Fig. 1: run 1, floorplan with the power grid
Bar = 20 um. Pins as bars on the die edge. Tap cells in gray.
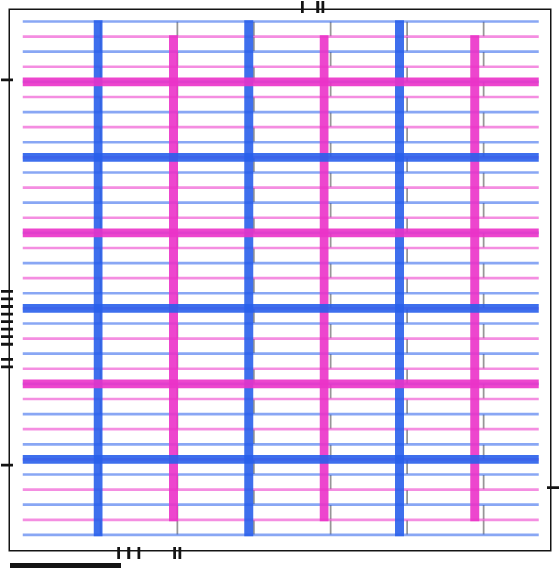
Fig. 2: run 1, port wiring
Bar = 20 um.
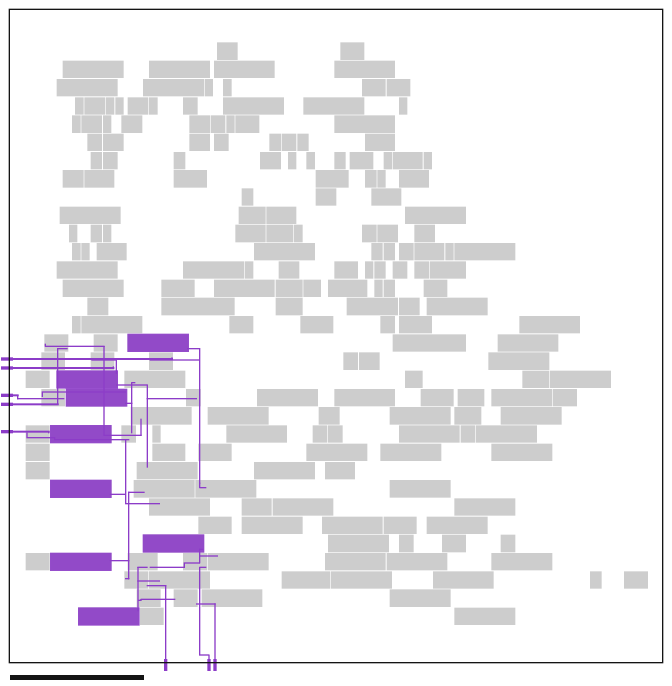
Fig. 3: run 1, placement view
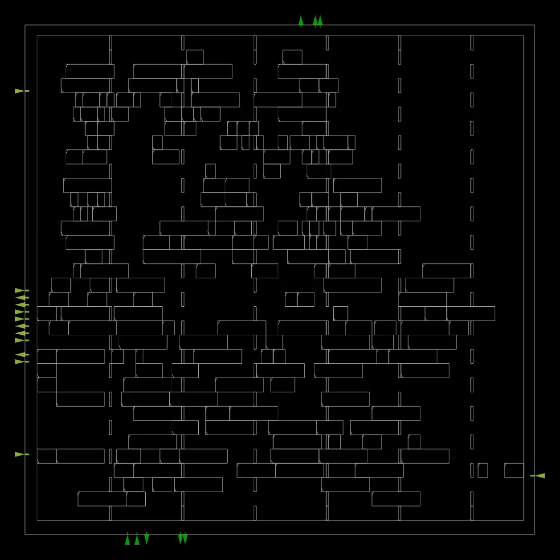
**config.mk**
```make
export PLATFORM = sky130hd
export DESIGN_NAME = frame_aligner
export DESIGN_NICKNAME = d
export VERILOG_FILES = /design/src/rtl/frame_pkg.sv /design/src/rtl/sonet_descrambler.sv /design/src/rtl/frame_aligner.sv
export SDC_FILE = /design/constraint.sdc
export NUM_CORES = 1
export LEC_CHECK = 0
export CORE_MARGIN = 2
export CORE_UTILIZATION = 29
export DETAILED_ROUTE_END_ITERATION = 6
export PLACE_DENSITY_LB_ADDON = 0.08
export SLEW_MARGIN = 20
export SYNTH_ARGS = -nofsm -noshare
export SYNTH_HDL_FRONTEND = slang
export SYNTH_SLANG_ARGS = --single-unit
```
**constraint.sdc**
```tcl
create_clock -name rxclk -period 2.5 [get_ports rxclk]
set_input_delay 0.25 -clock rxclk [delete_from_list [all_inputs] [get_ports rxclk]]
set_output_delay 0.25 -clock rxclk [all_outputs]
set_load 0.03 [all_outputs]
```
**src/rtl/frame_pkg.sv**
```systemverilog
// -----------------------------------------------------------------------------
// frame_pkg
// Shared definitions for the SONET-style frame aligner:
//   A1 / A2          framing byte values (F6 / 28)
//   PATTERN_LEN      number of framing bytes at the head of each frame
//   FRAME_PATTERN    A1 A1 A1 A2 A2 A2, earliest byte in the most significant lane
//   align_state_t    HUNT / PRESYNC / SYNC
//   DESCRAMBLE_SEED  frame-synchronous descrambler seed
//   lfsr_key / lfsr_advance   byte-wide helpers for the x^7+x^6+1 sequence
// -----------------------------------------------------------------------------
package frame_pkg;

    localparam logic [7:0] A1          = 8'hF6;
    localparam logic [7:0] A2          = 8'h28;
    localparam int         PATTERN_LEN = 6;

    localparam logic [8*PATTERN_LEN-1:0] FRAME_PATTERN = {A1, A1, A1, A2, A2, A2};

    typedef enum logic [1:0] {
        HUNT    = 2'd0,
        PRESYNC = 2'd1,
        SYNC    = 2'd2
    } align_state_t;

    localparam logic [6:0] DESCRAMBLE_SEED = 7'h7F;

    // Eight keystream bits for one byte, first generated bit in the MSB.
    function automatic logic [7:0] lfsr_key(input logic [6:0] state);
        logic [6:0] s;
        logic [7:0] key;
        s   = state;
        key = '0;
        for (int i = 0; i < 8; i++) begin
            key = {key[6:0], s[6]};
            s   = {s[5:0], s[6] ^ s[5]};
        end
        return key;
    endfunction

    // LFSR state after producing one byte of keystream.
    function automatic logic [6:0] lfsr_advance(input logic [6:0] state);
        logic [6:0] s;
        s = state;
        for (int i = 0; i < 8; i++) begin
            s = {s[5:0], s[6] ^ s[5]};
        end
        return s;
    endfunction

endpackage

```
**src/rtl/sonet_descrambler.sv**
```systemverilog
// -----------------------------------------------------------------------------
// sonet_descrambler
// Frame-synchronous x^7+x^6+1 descrambler, one byte per clock.
//   rxclk   byte clock
//   rst     asynchronous active-low reset
//   load    restart the sequence from the seed for the current byte
//   enable  XOR the current byte and advance the sequence
//   din     byte to descramble
//   dout    din XOR keystream when enabled, din otherwise (combinational)
// -----------------------------------------------------------------------------
module sonet_descrambler
    import frame_pkg::*;
(
    input  logic       rxclk,
    input  logic       rst,
    input  logic       load,
    input  logic       enable,
    input  logic [7:0] din,
    output logic [7:0] dout
);

    logic [6:0] lfsr;
    logic [6:0] lfsr_cur;

    // A load applies to the byte presented in the same cycle, so the seed
    // bypasses the register rather than waiting a cycle.
    assign lfsr_cur = load ? DESCRAMBLE_SEED : lfsr;
    assign dout     = enable ? (din ^ lfsr_key(lfsr_cur)) : din;

    always_ff @(posedge rxclk or negedge rst) begin
        if (!rst) begin
            lfsr <= DESCRAMBLE_SEED;
        end else if (enable) begin
            lfsr <= lfsr_advance(lfsr_cur);
        end
    end

endmodule

```
**src/rtl/frame_aligner.sv**
```systemverilog
// -----------------------------------------------------------------------------
// frame_aligner
// Finds the A1A1A1A2A2A2 framing pattern in a byte-aligned stream, confirms it
// at frame_length spacing (HUNT -> PRESYNC -> SYNC) and flags the first payload
// byte of every in-sync frame.
//   rxclk        byte clock
//   rst          asynchronous active-low reset
//   rxd          incoming byte
//   rxd_out      rxd delayed one cycle (payload descrambled when enabled)
//   frame_begin  pulse with the first payload byte on rxd_out
//   in_sync      high while in SYNC
//   lof          pulse on SYNC -> HUNT
// Build option: FRAME_ALIGNER_DESCRAMBLE_EN adds the payload descrambler.
// -----------------------------------------------------------------------------
module frame_aligner
    import frame_pkg::*;
#(
    parameter int frame_length = 810,
    parameter int sync_confirm = 2,
    parameter int loss_count   = 4
) (
    input  logic       rxclk,
    input  logic       rst,
    input  logic [7:0] rxd,
    output logic [7:0] rxd_out,
    output logic       frame_begin,
    output logic       in_sync,
    output logic       lof
);

    localparam int CNT_W  = $clog2(frame_length);
    localparam int CONF_W = $clog2(sync_confirm + 1);
    localparam int MISS_W = $clog2(loss_count + 1);
    localparam int WIN_W  = 8 * PATTERN_LEN;

    localparam logic [CNT_W-1:0]  LAST_CNT    = CNT_W'(frame_length - 1);
    localparam logic [CONF_W-1:0] CONF_TARGET = CONF_W'(sync_confirm);
    localparam logic [MISS_W-1:0] MISS_TARGET = MISS_W'(loss_count);

    align_state_t      state, state_next;
    logic [WIN_W-1:0]  window;
    logic [CNT_W-1:0]  byte_cnt, byte_cnt_next;
    logic [CONF_W-1:0] conf_cnt, conf_next;
    logic [MISS_W-1:0] miss_cnt, miss_next;
    logic              fb_next;
    logic              lof_next;
    logic              match;
    logic              at_expected;

    // The newest byte sits in the low lane, so the oldest framing byte
    // lines up with the most significant lane of FRAME_PATTERN.
    assign match       = (window == FRAME_PATTERN);
    // The pattern is due in the cycle where byte_cnt is about to wrap to 0.
    assign at_expected = (byte_cnt == LAST_CNT);

    // State register plus the counters and registered pulses it drives.
    always_ff @(posedge rxclk or negedge rst) begin
        if (!rst) begin
            state       <= HUNT;
            // NOTE: the byte window is reset too, otherwise stale bytes from
            // before reset could complete a false pattern right after release.
            window      <= '0;
            byte_cnt    <= '0;
            conf_cnt    <= '0;
            miss_cnt    <= '0;
            frame_begin <= 1'b0;
            lof         <= 1'b0;
        end else begin
            // NOTE: non-blocking assignments so every register here samples
            // the pre-edge values, independent of statement order.
            state       <= state_next;
            window      <= {window[WIN_W-9:0], rxd};
            byte_cnt    <= byte_cnt_next;
            conf_cnt    <= conf_next;
            miss_cnt    <= miss_next;
            frame_begin <= fb_next;
            lof         <= lof_next;
        end
    end

    // Next-state and counter decisions.
    always_comb begin
        // NOTE: every output of this block gets a default first so no path
        // leaves one unassigned, which would infer a latch.
        state_next    = state;
        byte_cnt_next = at_expected ? '0 : byte_cnt + 1'b1;
        conf_next     = conf_cnt;
        miss_next     = miss_cnt;
        fb_next       = 1'b0;
        lof_next      = 1'b0;

        unique case (state)
            HUNT: begin
                if (match) begin
                    byte_cnt_next = '0;
                    conf_next     = CONF_W'(1);
                    miss_next     = '0;
                    if (sync_confirm <= 1) begin
                        state_next = SYNC;
                        fb_next    = 1'b1;
                    end else begin
                        state_next = PRESYNC;
                    end
                end
            end
            PRESYNC: begin
                if (at_expected) begin
                    if (match) begin
                        conf_next = conf_cnt + 1'b1;
                        if (conf_next == CONF_TARGET) begin
                            state_next = SYNC;
                            fb_next    = 1'b1;
                            miss_next  = '0;
                        end
                    end else begin
                        state_next = HUNT;
                        conf_next  = '0;
                    end
                end
            end
            SYNC: begin
                if (at_expected) begin
                    if (match) begin
                        miss_next = '0;
                        fb_next   = 1'b1;
                    end else begin
                        miss_next = miss_cnt + 1'b1;
                        if (miss_next == MISS_TARGET) begin
                            state_next = HUNT;
                            lof_next   = 1'b1;
                            miss_next  = '0;
                            conf_next  = '0;
                        end
                    end
                end
            end
            default: begin
                state_next = HUNT;
            end
        endcase
    end

    // Outputs decoded from the state register.
    always_comb begin
        in_sync = (state == SYNC);
    end

`ifdef FRAME_ALIGNER_DESCRAMBLE_EN
    // byte_cnt is 0 on the frame_begin byte, so payload spans 0..this value.
    localparam logic [CNT_W-1:0] LAST_PAYLOAD_CNT = CNT_W'(frame_length - PATTERN_LEN - 1);

    logic payload_run;

    // Covers the payload bytes after the frame_begin byte of an in-sync frame.
    always_ff @(posedge rxclk or negedge rst) begin
        if (!rst) begin
            payload_run <= 1'b0;
        end else begin
            payload_run <= (frame_begin || payload_run) && (byte_cnt != LAST_PAYLOAD_CNT);
        end
    end

    sonet_descrambler u_descrambler (
        .rxclk  (rxclk),
        .rst    (rst),
        .load   (frame_begin),
        .enable (frame_begin || payload_run),
        .din    (window[7:0]),
        .dout   (rxd_out)
    );
`else
    assign rxd_out = window[7:0];
`endif

endmodule

```
==> run notes, run 1 <==
Physical implementation

The run finished with clean final reports. The count of nets left with antenna violations once routing finished came out at 0. Looking at the clock tree report, the root buffer type is sky130_fd_sc_hd__clkbuf_8.

Before placement the cells fill 29.4% of the core. Per the STA report, the cell with the highest stage delay on the worst path is sky130_fd_sc_hd__clkdlybuf4s50_1. The worst setup path is launched from a flop. The logic depth of the worst path, buffers included is 3.

The register with the most flip-flops in the final layout is window. Global routing used 13.6% of the available met1 tracks. The number of storage elements in the synthesis netlist is between 60 and 70.

Wire segments on met3 add up to 231 um in the final route. STA classifies the critical path endpoint as an output port. The detailed-router iteration count before antenna repair is 4. For reference, the post-synthesis area per instance comes to roughly 14 um^2. The leakage power figure is 1.33 nW. The cell area after layout is 0.00304 mm^2. Wires add up to 4560 um. Registers take 0.00168 mm^2. The combinational family with the most area after synthesis is simple AND/OR/NAND/NOR gates. The depth of the CTS H-tree is 3. The internal power component is approximately 1.7 mW. For reference, the critical path cell chain is inv_1 > ha_1 > clkdlybuf4s50_1. The number of hold violations in the final report is 0. The warning total across the stage logs is 31. The critical path class is reg -> out.

The most common logic cell in the routed design is sky130_fd_sc_hd__dfrtp_1. The timing startpoint of the critical path is state[0]. The maximum clock skew at final layout is 0.00604 ns. The net total in the final layout is 222. The count of hold buffers inserted by post-cts repair is 1. For flop-to-flop paths, the worst setup slack is 0.29 ns.

For this design, Yosys synthesis ends with a cell count of 178. The post-CTS setup buffer count is 0. The largest fanout on the critical path is 10. On the reported timing paths, the clock transition at the registers reads approximately 0.07 ns. Detailed placement ended at an HPWL of 3270 um. Using the TritonRoute via totals, the vias-per-cell ratio works out to 4.54.

Per the GRT congestion report, total overflow comes to 0. For this run, the script counts the antenna cells in the layout as 0. Entering global routing, the biggest net connects 38 pins. The yosys-reported design area after synthesis is 0.00252 mm^2.

The first global-routing pass estimated 7780 um of wire. In the final report, the number of pins over their slew limit comes to 0. The insertion delay of the later-clocked pin in the worst-skew pair is 0.33 ns. The via count of the first global-routing pass is 1,588. The hold path endpoint is window[2]. The most common logic cells in the final layout are sky130_fd_sc_hd__dfrtp_1 (67), sky130_fd_sc_hd__clkdlybuf4s50_1 (19), sky130_fd_sc_hd__nor2_1 (14), sky130_fd_sc_hd__clkbuf_8 (10), sky130_fd_sc_hd__ha_1 (9). The mux cell area share after synthesis is 2.68%. The final report lists the setup-violating endpoint count as 0. The period utilization is 89.5%. The final route contains 1,430 vias. The family with the most delay on the worst path is buffers and inverters. The compound-gate portion of the synthesized area is around 4.2%. The combined buffer and inverter count along the critical path is 2. The depth of the worst hold-timing path is 1. STA lists the startpoint of the worst register-to-register path as window[40]. The worst pin sits at a relative slew slack of 51.6%. The top achievable clock speed is 447 MHz.

The part of the total power dissipated in sequential elements is 52.0%. Summed over all nets, the switching power comes to approximately 0.46 mW. The transition time recorded at the tightest slew-check pin is 0.726 ns. The final routed DRC violation total is 0. The final worst slack is 0.262 ns. The area of the die is approximately 0.0095 mm^2. In the post-synthesis netlist, the biggest area contributors are sky130_fd_sc_hd__dfrtp_1 (66%), sky130_fd_sc_hd__ha_1 (4.5%), sky130_fd_sc_hd__buf_4 (2.4%). TritonRoute output was used to compute an average wire per cell of 14.5 um. Per the final layout report, the fraction of cells sized above drive strength 1 comes to between 10% and 20%. Combinational cells account for 3.4% of the total power. Net switching is 20.9% of the power. The routing layer with the top usage in global route is met2. The fraction of power consumed by the clock network is 44.7%.

For this block, the initial DRC count from the detailed router was 41. The multi-input combinational cell area is around 750 um^2. The clock buffer count from CTS is 9. Summing the areas of all and, or, nand and nor instances in the mapped netlist gives 15.2% of the synthesized area.

The destination of the critical timing path is in_sync. Setup repair after global routing left no endpoint under its margin. The number of gates resized after CTS is 0. The detailed router put a total of about 2100 um of wire on met1. The amount of wire on met2 after detailed routing is 2140 um. The flip-flop count of the largest register after layout is 48. For this run, the number of Yosys warnings is 0. Per the synthesis report, the single largest cell type by area occupies 66.5% of cell area. The overall track demand over capacity in global routing is 10.7%. The capturing point of the worst reg2reg path is miss_cnt[0]. The registers reported with the highest flop counts are window x48, byte_cnt x10, miss_cnt x3. The placer's final routability congestion estimate is 0.844. The total power draw is 2.20 mW. The depth of the most critical reg-to-reg path is 5.

The area fraction in xor and xnor cells is 3.13%. Counting I/O delays and the setup requirement, the final critical path takes 2.24 ns. The deepest clock path buffer count is 2. Per the hold report, the tightest min-delay path originates at rxd[2]. The highest signal layer in the routed design is met4. The setup TNS after final layout is 0 ns. TritonCTS built the clock tree.

The combined area of all synthesized cells is 0.00252 mm^2. The post-synthesis net count is 197. Logged for this run, the post-placement worst setup slack is roughly 0.32 ns. The cell taking the most area after synthesis is sky130_fd_sc_hd__dfrtp_1. The arrival time at the worst endpoint is 1.99 ns. For this run, the register share of the synthesized area comes to between 60% and 70%. The met3 layer usage reported by global route is between 3 and 4%. The required time reported for the critical path endpoint is 2.25 ns. The count of different cell masters after synthesis is 38. For met2 alone, demand over resource in global routing was 15.9%. The number of cells produced by synthesis is 178. The placed cell area is 0.00281 mm^2.

The max capacitance violation total is 0. The adder and majority gate portion of the synthesized area is under 10%. The number of antenna violations at the first check in global routing is 0. Checking hold timing, the worst path is listed with class in -> reg. The CTS log lists the clock sinks for this run as ~67. Among all stages on the critical path, the maximum delay recorded is 0.74 ns. The area growth from synthesis to final layout is 20.3%. The cell row count is 34. The layout filler cell count is between 800 and 900. The power per standard cell area is 725 mW/mm^2.
## Picture notes: Fig. 1
Magenta marks VDD. Blue marks VSS.
108 tap cells. 21 signal pins sit on the boundary. The core has 34 rows.
horizontal die dimension: 97.3 um
worst ir drop on vdd: 0.314 mV
vertical extent of the die: 97.3 um
core box area: 0.00859 mm^2

## Picture notes: Fig. 2
Purple marks rxd_out, bits 8, direction output, end cells 8, buffers 8, wire 304 um.
Boundary Pins: 21
quantity of I/O buffers inserted on ports: 20

## Picture notes: Fig. 3
flip-flop and latch share of the layout cell area: 55.2%
number of tap cells added at floorplan: 108
Core Util, Final: 35.3%

run 1: cell families (layout without fill, tap and decap cells):
| family | count (synthesis) | count (layout) |
|---|---|---|
| muxes | 6 | 6 |
| and+or+nand+nor | 59 | 59 |
| xor gates and xnor gates | 9 | 9 |
| buffers and inverters | 16 | 45 |
| AOI/OAI and AO/OA | 12 | 12 |
| DFF | 67 | 67 |
| adders and majority gates | 9 | 9 |
run 1: per-stage QoR:
step           std cells  hold WS (ns)
6_report             315         0.348
5_1_grt              315         0.332
2_1_floorplan        178       -0.0456
4_1_cts              315         0.326
3_5_place_dp         299         0.356
3_3_place_gp         299         0.338
run 1: layout make-up:
cell class	instances	area share, %
clock inverter	4	2.43
clock buffer	11	4.66
inverter	7	0.866
timing repair buffer	23	7.67
tap	108	4.45
sequential	67	55.2
multi-input combinational	95	24.7
run 1: synthesized netlist by cell type, drive strengths merged:
library cell,instances
and3b,1
and4,4
nor4,4
and2,1
o21ai,2
a41oi,2
and4b,2
nor3,2
nor2b,2
and4bb,3
xnor2,5
nand2,4
or4,1
nor4bb,2
or3b,1
a21oi,1
clkdlybuf4s15,1
mux2,3
xor2,4
and3,3
buf,8
inv,7
ha,9
o41ai,1
mux2i,3
nand4,5
o31ai,1
a31oi,3
nor2,14
a21boi,1
nand4bb,2
o22ai,1
dfrtp,67
nand3,8
run 1: power by group through the flow:
stage | registers (mW) | logic, mW | clock network, mW
2_1_floorplan | 1.16 | 0.0307 | 0
3_3_place_gp | 1.16 | 0.0744 | 0
3_5_place_dp | 1.17 | 0.0751 | 0
4_1_cts | 1.14 | 0.0766 | 1.02
5_1_grt | 1.15 | 0.0822 | 1.07
6_report | 1.14 | 0.0738 | 0.982
Fig. 4: run 1, wiring heat map
The die is cut into 19 by 19 equal tiles; dark blue is low, red is high, scaled to the fullest tile. Values are wire area over tile area, all layers added.
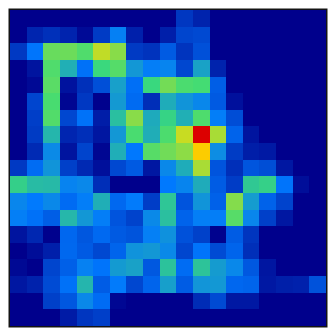

--- run 2 (diff from run 1) ---
--- a/config.mk
+++ b/config.mk
@@ -10,2 +10,3 @@
 export DETAILED_ROUTE_END_ITERATION = 6
+export GPL_ROUTABILITY_DRIVEN = 0
 export PLACE_DENSITY_LB_ADDON = 0.08
==> constraint.sdc (replaced) <==
create_clock -name rxclk -period 2.5 [get_ports rxclk]
set_input_delay 0.625 -clock rxclk [delete_from_list [all_inputs] [get_ports rxclk]]
set_output_delay 0.625 -clock rxclk [all_outputs]
set_load 0.03 [all_outputs]
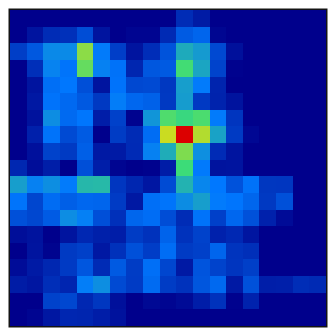
Fig. 5. Wiring heat map (run 2).
The die is cut into 19 by 19 equal tiles; dark blue is low, red is high, scaled to the fullest tile. Values are wire area over tile area, all layers added.
2.5% of the tiles are over half the peak. The densest ninth of the die: middle. 35% of the tiles are nearly empty. The mean over all tiles is 0.076. The fullest tile reaches 0.67. The emptiest ninth of the die: top right.
routed vias: 1,436
WL/cell: 14.3 um
routed wire length: 4520 um
global-route total usage across every layer: 10.6%

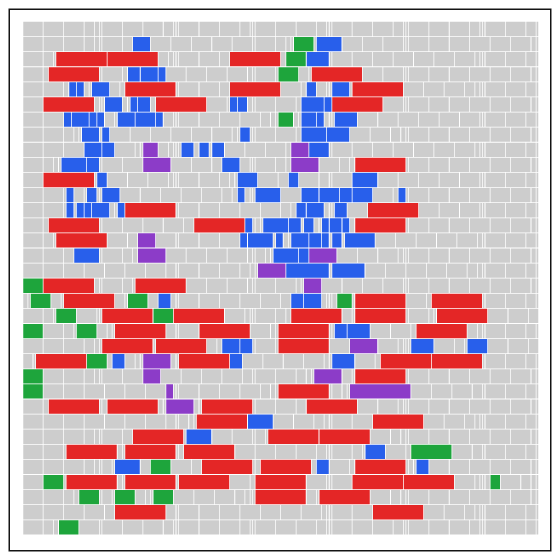
Fig. 6. Cells colored by class (run 2).
Fill, decap, tap and diode cells in gray.
Red marks flops, cells 67, share of their area 58%. Green marks other buffers and delay cells, cells 23, share of their area 8.0%. Blue marks all other logic, cells 102, share of their area 27%. Purple marks clock drivers and dummy loads, cells 16, share of their area 6.9%.
cell area after layout: 0.00302 mm^2
Core Util, Final: 35.1%

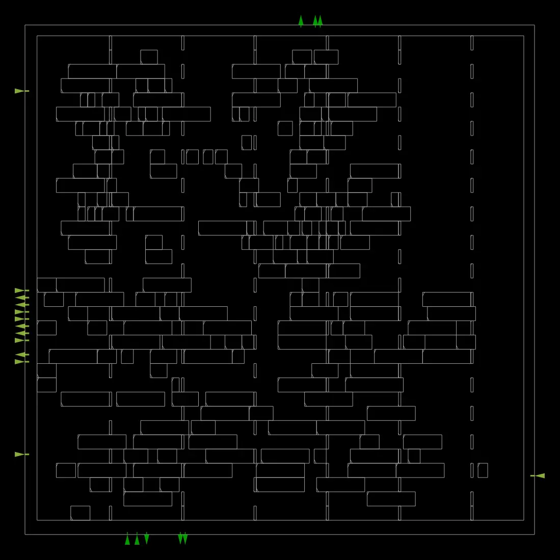
Fig. 7. Placement view (run 2).
total number of sequential cells: 67
total of fill cells in the finished design: 841
flip-flop and latch share of the layout cell area: 55.6%
total number of placement rows: 34

==> run 2 against run 1 <==
Critical path depth did not move; combinational power fell by 2%; critical path type unchanged; sequential power barely moved; register-to-register slack got worse by 0.03 ns; design area fell by 0.58%; synthesized cell count did not move; clock power fell by 8.6%; maximum frequency fell by 4.5%; total power fell by 3.9%.
==> run notes, run 2 <==
Physical implementation

Result of the run: completed (unchanged). The layout cell share with drive strength beyond 1 came to 15.4% (was 14.5%). The most common logic cell in the routed design is sky130_fd_sc_hd__dfrtp_1 (unchanged). The post-DP HPWL came to 3270 um (about the same).

The number of gates resized after CTS is 0 (unchanged). The combined area of all synthesized cells is 0.00252 mm^2 (unchanged). The antenna cell count is 0 (unchanged). The cell total in the yosys stat output is 178 (unchanged). The clock-pin slew on the worst setup and hold paths is 0.08 ns (was 0.07 ns). The most instantiated library cell after synthesis is sky130_fd_sc_hd__dfrtp_1 (unchanged). Most frequent cells in the layout: sky130_fd_sc_hd__dfrtp_1 (67), sky130_fd_sc_hd__clkdlybuf4s50_1 (19), sky130_fd_sc_hd__nor2_1 (14), sky130_fd_sc_hd__ha_1 (9), sky130_fd_sc_hd__clkbuf_8 (9) (was sky130_fd_sc_hd__dfrtp_1 (67), sky130_fd_sc_hd__clkdlybuf4s50_1 (19), sky130_fd_sc_hd__nor2_1 (14), sky130_fd_sc_hd__clkbuf_8 (10), sky130_fd_sc_hd__ha_1 (9)). The setup TNS after final layout is 0 ns (unchanged). The final hold slack is 0.276 ns (was 0.348 ns). The period utilization was 93.7% (was 89.5%).

Largest cells by area after synthesis: sky130_fd_sc_hd__dfrtp_1 (66%), sky130_fd_sc_hd__ha_1 (4.5%), sky130_fd_sc_hd__buf_4 (2.4%) (unchanged). The post-detailed-route count of antenna-violating nets is 0 (unchanged). The insertion delay of the later-clocked pin in the worst-skew pair is 0.33 ns (about the same). The number of I/O port buffers is 20 (unchanged).

The area of the die came to 0.00946 mm^2 (unchanged). The number of top-level pins is 21 (unchanged). The post-synth tally of flip-flops with integrated enable is 0 (unchanged). The fraction of registers with async set/reset is 100% (unchanged). The number of hold violations in the final report came to 0 (unchanged).

The top achievable clock speed was 427 MHz (was 447 MHz). The largest fanout on the critical path is 3 (was 10). The initial cell density of the core was 29.4% (unchanged). The largest voltage drop on the vdd net is 0.244 mV (was 0.314 mV). The clock buffer count from CTS is 9 (unchanged).

The count of placed standard cells including taps is 300 (was 299). The die outline height is 97.3 um (unchanged). The number of setup violations in the final report came to 0 (unchanged).

The share of the synthesized area in the top cell type is 66.5% (unchanged). The sort of element at the start of the critical path is a flop (unchanged). The placed cell area is 0.00282 mm^2 (was 0.00281 mm^2). The flip-flop count of the largest register after layout is 48 (unchanged). The relative slew slack came to 62.3% (was 51.6%). The number of antenna violations at the first check in global routing is 0 (unchanged). The leakage power figure is 1.32 nW (was 1.33 nW). The warning total across the stage logs is 31 (unchanged). The post-CTS setup buffer count is 0 (unchanged).

The net total in the final layout was 222 (unchanged). The cell taking the most area after synthesis is sky130_fd_sc_hd__dfrtp_1 (unchanged). The area of the placeable core came to 0.00859 mm^2 (unchanged). The depth of the CTS H-tree is 3 (unchanged).

The TritonCTS clock tree is done (unchanged). The detailed-router iteration count before antenna repair is 4 (unchanged). The worst setup slack before clock tree synthesis came to 0.293 ns (was 0.320 ns). Leading post-synthesis cells by instance count: sky130_fd_sc_hd__dfrtp_1 (67), sky130_fd_sc_hd__nor2_1 (14), sky130_fd_sc_hd__ha_1 (9) (unchanged).

The number of storage elements in the synthesis netlist is 67 (unchanged). The proportion of synthesized chip area in sequential cells is 66.5% (unchanged). The most flop-heavy register is window (unchanged). Largest registers ranked by flip-flop count: window x48, byte_cnt x10, miss_cnt x3 (unchanged). The remaining global-route overflow is 0 (unchanged). The count of hold buffers inserted by post-cts repair is 0 (was 1).

The final number of max-transition violations came to 0 (unchanged). The maximum clock skew at final layout was 0.00736 ns (was 0.00604 ns). The final routed DRC violation total was 0 (unchanged). The chip width is 97.3 um (unchanged). The root buffer cell is sky130_fd_sc_hd__clkbuf_8 (unchanged).

The violation count after the first detailed-routing iteration was 55 (was 41). The power per standard cell area was 700 mW/mm^2 (was 725 mW/mm^2). The transition time of the tightest slew-check pin came to 0.565 ns (was 0.726 ns). The count of different cell masters after synthesis came to 38 (unchanged). The total number of clock tree sinks is 67 (unchanged). The final instance count without filler cells was 316 (was 315). The global-route wire length before repair is 7750 um (was 7780 um). The critical path class is reg -> out (unchanged). The area growth from synthesis to final layout is 19.6% (was 20.3%).

The final critical-path required period is 2.34 ns (was 2.24 ns). The classification of the worst-slack hold path is in -> async (was in -> reg). The arrival time at the worst endpoint is 1.72 ns (was 1.99 ns). The number of cells produced by synthesis is 178 (unchanged). The post-synthesis average cell area is 14.2 um^2 (unchanged).
run 2: power breakdown:
part	internal, mW	switching (mW)	total (mW)
Combinational	0.0306	0.0418	0.0724
Sequential	1.12	0.0197	1.14
Clock	0.471	0.427	0.898
run 2: path summary, 6_finish.rpt:
| check | start | end | slack [ns] | depth (start not counted) |
|---|---|---|---|---|
| setup / recovery | state[0] | in_sync | 0.16 | 3 |
| hold / removal | rst | window[42] | 0.28 | 1 |
| setup reg to reg | window[40] | miss_cnt[0] | 0.26 | 5 |
| hold reg to reg | window[12] | window[20] | 0.37 | 0 |
| max in group asynchronous | rst | window[6] | 1.60 | 2 |
| min in group rxclk | window[12] | window[20] | 0.37 | 0 |
run 2: cell families after synthesis:
group / count (synthesis) / synth area share, %
DFF: 67 / 66.5
and+or+nand+nor: 59 / 15.2
buffers and inverters: 16 / 3.82
AOI/OAI and AO/OA: 12 / 4.22
xor gates and xnor gates: 9 / 3.12
adders and majority gates: 9 / 4.46
muxes: 6 / 2.68
run 2: area by class of cell:
class / count / area (um^2)
multi-input cells: 95 / 749
well taps: 108 / 135
fillers: 841 / 5580
flip-flops and latches: 67 / 1680
clock inverters: 6 / 72.6
repair buffers: 23 / 230
clock buffers: 10 / 128
inverters: 7 / 26.3
run 2: per-layer routing:
metal | wire length, um | track usage, %
met2 | 2170 | 16.3
met4 | 85 | 5.13
met1 | 2020 | 13.6
met3 | 239 | 3.38
met5 | 0 | 0
run 2: worst max-delay path, cell delays in order (launching register included):
cell and delay (ns):
sky130_fd_sc_hd__dfrtp_1 0.41, sky130_fd_sc_hd__inv_1 0.12, sky130_fd_sc_hd__ha_1 0.19, sky130_fd_sc_hd__clkdlybuf4s50_1 0.68
Fig. 8: run 2, port wiring
Bar = 20 um.
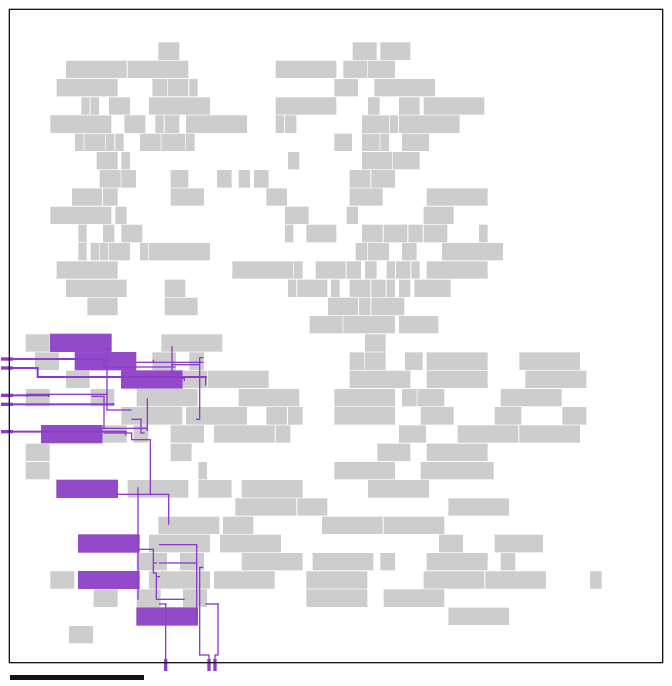

--- run 3 (diff from run 2) ---
--- a/config.mk
+++ b/config.mk
@@ -9,2 +9,3 @@
 export CORE_UTILIZATION = 29
+export CTS_CLUSTER_SIZE = 12
 export DETAILED_ROUTE_END_ITERATION = 6
@@ -12,2 +13,3 @@
 export PLACE_DENSITY_LB_ADDON = 0.08
+export RECOVER_POWER = 50
 export SLEW_MARGIN = 20
--- a/constraint.sdc
+++ b/constraint.sdc
@@ -3,2 +3,2 @@
 set_output_delay 0.625 -clock rxclk [all_outputs]
-set_load 0.03 [all_outputs]
+set_load 0.1 [all_outputs]
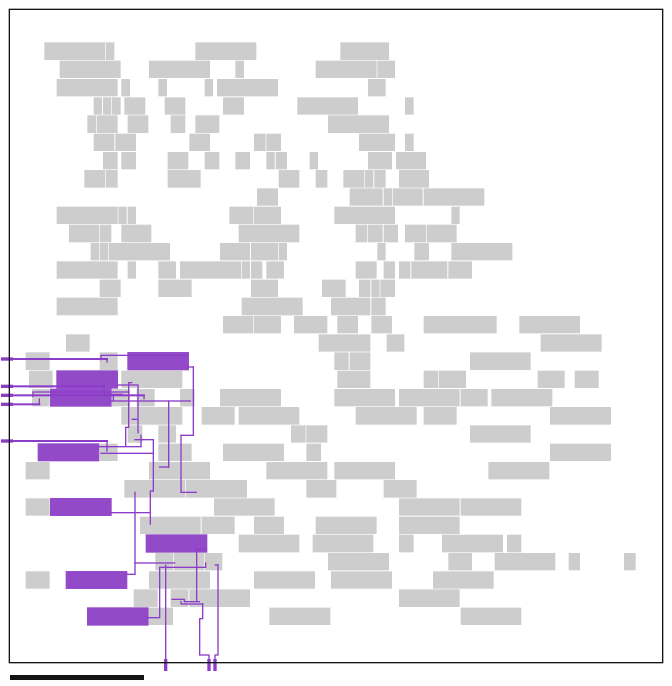
Fig. 9. Port wiring (run 3).
Bar = 20 um.
Purple marks rxd_out, bits 8, direction output, end cells 8, buffers 8, wire 301 um.

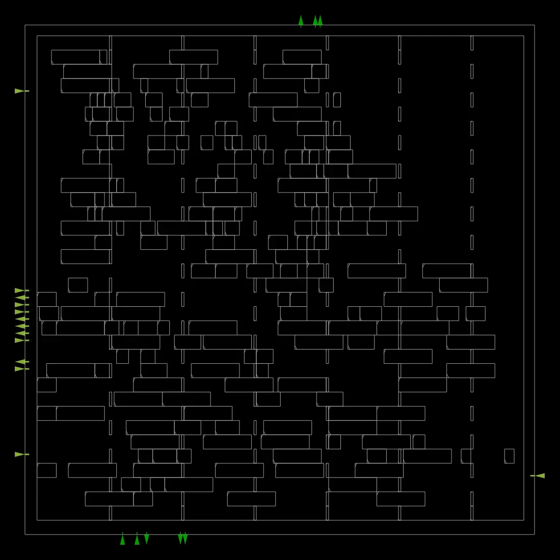
Fig. 10. Placement view (run 3).
flip-flop and latch share of the layout cell area: 56.0%
Core Util, Final: 34.8%
number of standard cells in the layout, taps in and fillers out: 315
total of fill cells in the finished design: 855

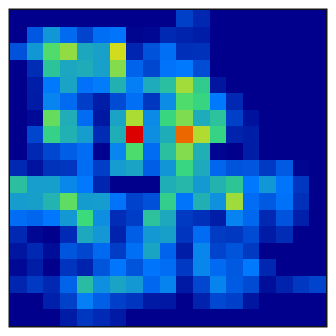
Fig. 11. Wiring heat map (run 3).
The die is cut into 19 by 19 equal tiles; dark blue is low, red is high, scaled to the fullest tile. Values are wire area over tile area, all layers added.
The densest ninth of the die: middle. 4.4% of the tiles are over half the peak. The fullest tile reaches 0.46. The emptiest ninth of the die: top right. The mean over all tiles is 0.075.
global-route total usage across every layer: 10.9%
WL/cell: 14.6 um

==> run 3 against run 2 <==
The flow now finishes with violations (capacitance limit, slew limit); setup slack better by 0.13 ns; core utilization is 0.31 points lower; critical path depth is 2 higher; count of clock-buffer cells in the layout stayed put; via count is 2.8% lower; final cell count is 0.32% lower; non-clock buffer count is 1 lower; hold slack better by 0.092 ns; clock skew is 0.00091 ns higher; first-iteration DRC count is 20% lower; critical endpoint is now miss_cnt[0].
==> run notes, run 3 <==
Physical implementation

Result of the run: complete, but fails checks (was completed). The final reports fail on capacitance limit, slew limit. The number of I/O port buffers is 20 (unchanged). The required time reported for the critical path endpoint was 2.71 ns (was 1.88 ns). Largest registers ranked by flip-flop count: window x48, byte_cnt x10, miss_cnt x3 (unchanged). The capturing point of the worst reg2reg path is miss_cnt[0] (unchanged). The source of the worst hold timing path is window[15]. The total number of clock tree sinks is 67 (unchanged). The routed length on met3 was 170 um (was 239 um). The count of different cell masters after synthesis is 38 (unchanged). The number of storage elements in the synthesis netlist is 67 (unchanged). The area of the die was 0.00946 mm^2 (unchanged). The final routed DRC violation total is 0 (unchanged). The violation count after the first detailed-routing iteration was 44 (was 55).

The sort of element at the start of the critical path is a flop (unchanged). The number of antenna violations at the first check in global routing is 0 (unchanged). The layout cell share with drive strength beyond 1 was 21.3% (was 15.4%). The cell total in the yosys stat output is 178 (unchanged). The relative slew slack was -8.19% (was 62.3%). The area growth from synthesis to final layout was 18.6% (was 19.6%). The yosys-reported design area after synthesis is 0.00252 mm^2 (unchanged).

The multi-input combinational cell area was 752 um^2 (was 749 um^2). The total power draw is 2.18 mW (was 2.11 mW). The most instantiated library cell after synthesis is sky130_fd_sc_hd__dfrtp_1 (unchanged). The critical path class is reg -> reg (was reg -> out). The period utilization was 88.7% (was 93.7%). The final number of max-transition violations came to 68 (was 0). The initial cell density of the core was 29.4% (unchanged). The TritonCTS clock tree is done (unchanged).

The clock-pin slew on the worst setup and hold paths was 0.08 ns (about the same). The post-synthesis net count is 197 (unchanged). The maximum clock skew at final layout is 0.00827 ns (was 0.00736 ns). The detailed-router iteration count before antenna repair is 4 (unchanged). The antenna cell count is 0 (unchanged). The final critical-path required period is 2.22 ns (was 2.34 ns). The placed cell area was 0.00280 mm^2 (was 0.00282 mm^2). The most frequently used flop master after synthesis is sky130_fd_sc_hd__dfrtp_1 (unchanged).

The via count is 1,396 (was 1,436). The largest voltage drop on the vdd net is 0.259 mV (was 0.244 mV). The chip width is 97.3 um (unchanged).

The adder and majority gate portion of the synthesized area is 4.46% (unchanged). The number of synthesis warnings is 0 (unchanged). The met1 capacity usage during global routing is 13.4% (was 13.6%). The mux cell area share after synthesis is 2.68% (unchanged). The post-synth tally of flip-flops with integrated enable is 0 (unchanged). The post-detailed-routing wire length is 4600 um (was 4520 um). The cell taking the most area after synthesis is sky130_fd_sc_hd__dfrtp_1 (unchanged). The root buffer cell is sky130_fd_sc_hd__clkbuf_8 (unchanged). The number of top-level pins is 21 (unchanged).

The net total in the final layout was 221 (was 222). The amount of wire on met2 after detailed routing is 2230 um (was 2170 um). The met3 layer usage reported by global route is 3.17% (was 3.38%). The die outline height is 97.3 um (unchanged). The setup TNS after final layout was 0 ns (unchanged). The highest signal layer in the routed design was met4 (unchanged). The largest fanout on the critical path was 7 (was 3). The combinational family with the most area after synthesis is simple AND/OR/NAND/NOR gates (unchanged).

The depth of the CTS H-tree is 3 (unchanged). The register area is 0.00168 mm^2 (unchanged). The length of routed wiring on met1 is 2120 um (was 2020 um). The routing layer with the top usage in global route is met2 (unchanged). The insertion delay of the later-clocked pin in the worst-skew pair came to 0.33 ns (about the same). The global-route wire length before repair was 8010 um (was 7750 um). The number of cells produced by synthesis was 178 (unchanged).

The transition time of the tightest slew-check pin is 1.62 ns (was 0.565 ns). The global-route met2 utilization is 17.1% (was 16.3%). The number of vias per cell after detailed routing was 4.43 (was 4.54). The flip-flop count of the largest register after layout came to 48 (unchanged). Most frequent cells in the layout: sky130_fd_sc_hd__dfrtp_1 (67), sky130_fd_sc_hd__nor2_1 (14), sky130_fd_sc_hd__buf_4 (11), sky130_fd_sc_hd__clkbuf_8 (10) (was sky130_fd_sc_hd__dfrtp_1 (67), sky130_fd_sc_hd__clkdlybuf4s50_1 (19), sky130_fd_sc_hd__nor2_1 (14), sky130_fd_sc_hd__ha_1 (9), sky130_fd_sc_hd__clkbuf_8 (9)).

The deepest clock path buffer count is 2 (unchanged). The arrival time at the worst endpoint is 2.43 ns (was 1.72 ns). The most flop-heavy register is window (unchanged). The synthesized-area fraction occupied by and/or/nand/nor cells is 15.2% (unchanged).

The count of hold buffers inserted by post-cts repair is 0 (unchanged). The power per standard cell area was 729 mW/mm^2 (was 700 mW/mm^2). The top achievable clock speed is 451 MHz (was 427 MHz). The reg2reg setup slack is 0.28 ns (was 0.26 ns). The share of the synthesized area in the top cell type is 66.5% (unchanged). The depth of the most critical reg-to-reg path is 5 (unchanged). The remaining global-route overflow is 0 (unchanged). The number of hold violations in the final report is 0 (unchanged). The fraction of registers with async set/reset was 100% (unchanged). The post-synthesis average cell area is 14.2 um^2 (unchanged). The via count of the first global-routing pass came to 1,624 (was 1,545). Largest cells by area after synthesis: sky130_fd_sc_hd__dfrtp_1 (66%), sky130_fd_sc_hd__ha_1 (4.5%), sky130_fd_sc_hd__buf_4 (2.4%) (unchanged). The classification of the worst-slack hold path is reg -> reg (was in -> async). The cell area after layout came to 0.00299 mm^2 (was 0.00302 mm^2). The area of the placeable core is 0.00859 mm^2 (unchanged).

The post-CTS setup buffer count came to 0 (unchanged). The most common logic cell in the routed design is sky130_fd_sc_hd__dfrtp_1 (unchanged). The largest net degree at the start of global routing is 68 (was 45). The depth of the worst hold-timing path is 0. The cell row count came to 34 (unchanged).

The warning total across the stage logs is 31 (unchanged). The hold path endpoint is window[23]. The compound-gate portion of the synthesized area is 4.22% (unchanged). RSZ-0062 raised after global routing: no (unchanged). The post-detailed-route count of antenna-violating nets is 0 (unchanged).

The startpoint of the worst register-to-register path is window[7] (was window[40]). The combined area of all synthesized cells came to 0.00252 mm^2 (unchanged). Leading post-synthesis cells by instance count: sky130_fd_sc_hd__dfrtp_1 (67), sky130_fd_sc_hd__nor2_1 (14), sky130_fd_sc_hd__ha_1 (9) (unchanged). The number of setup violations in the final report is 0 (unchanged). The area fraction in xor and xnor cells came to 3.13% (unchanged). The clock buffer count from CTS is 9 (unchanged). The post-DP HPWL is 3220 um (was 3270 um). The leakage power figure came to 1.33 nW (was 1.32 nW). The proportion of synthesized chip area in sequential cells is 66.5% (unchanged). The max capacitance violation total was 1 (was 0).

The critical path endpoint category was a flop (was output port). The number of gates resized after CTS was 0 (unchanged).
run 3: critical path: stages (launching register included):
cell                      delay [ns]
sky130_fd_sc_hd__dfrtp_1        0.41
sky130_fd_sc_hd__nor4_1         0.49
sky130_fd_sc_hd__and4_1         0.34
sky130_fd_sc_hd__nand3_1        0.26
sky130_fd_sc_hd__and4b_2        0.31
sky130_fd_sc_hd__mux2_1         0.29
run 3: how the worst max path moves through the flow:
stage / start / to / slack, ns / cells after the start
floorplan: state[0] / conf_cnt[0] / 0.18 / 8
global placement: window[40] / conf_cnt[0] / 0.36 / 5
detailed placement: window[40] / miss_cnt[0] / 0.32 / 5
CTS: window[40] / miss_cnt[0] / 0.32 / 5
global route: window[1] / byte_cnt[5] / 0.08 / 5
finish: window[7] / miss_cnt[0] / 0.28 / 5
run 3: power by group:
| group | internal [mW] | switching, mW | total [mW] |
|---|---|---|---|
| Clock | 0.496 | 0.440 | 0.936 |
| Combinational | 0.0252 | 0.0776 | 0.103 |
| Sequential | 1.12 | 0.0201 | 1.14 |
| Total | 1.64 | 0.537 | 2.18 |
run 3: cell families (layout without fill, tap and decap cells):
group | after synthesis | after routing
flops | 67 | 67
buf+inv | 16 | 45
simple gates | 59 | 59
fa+ha+maj | 9 | 9
xor+xnor | 9 | 9
mux | 6 | 6
compound gates | 12 | 12
run 3: cell type report:
type / count / area share [%]
sequential: 67 / 56.0
multi-input combinational: 95 / 25.1
timing repair buffer: 22 / 6.44
clock buffer: 10 / 4.60
tap: 108 / 4.52
clock inverter: 6 / 2.38
inverter: 7 / 0.878
run 3: through the flow:
stage          cells  worst slack, ns  hold WS [ns]
2_1_floorplan    178            0.177         0.329
3_3_place_gp     299            0.364         0.351
3_5_place_dp     299            0.322         0.358
4_1_cts          315            0.316         0.299
5_1_grt          315           0.0837         0.388
6_report         315            0.282         0.368
Power and IR drop assume default switching activity.
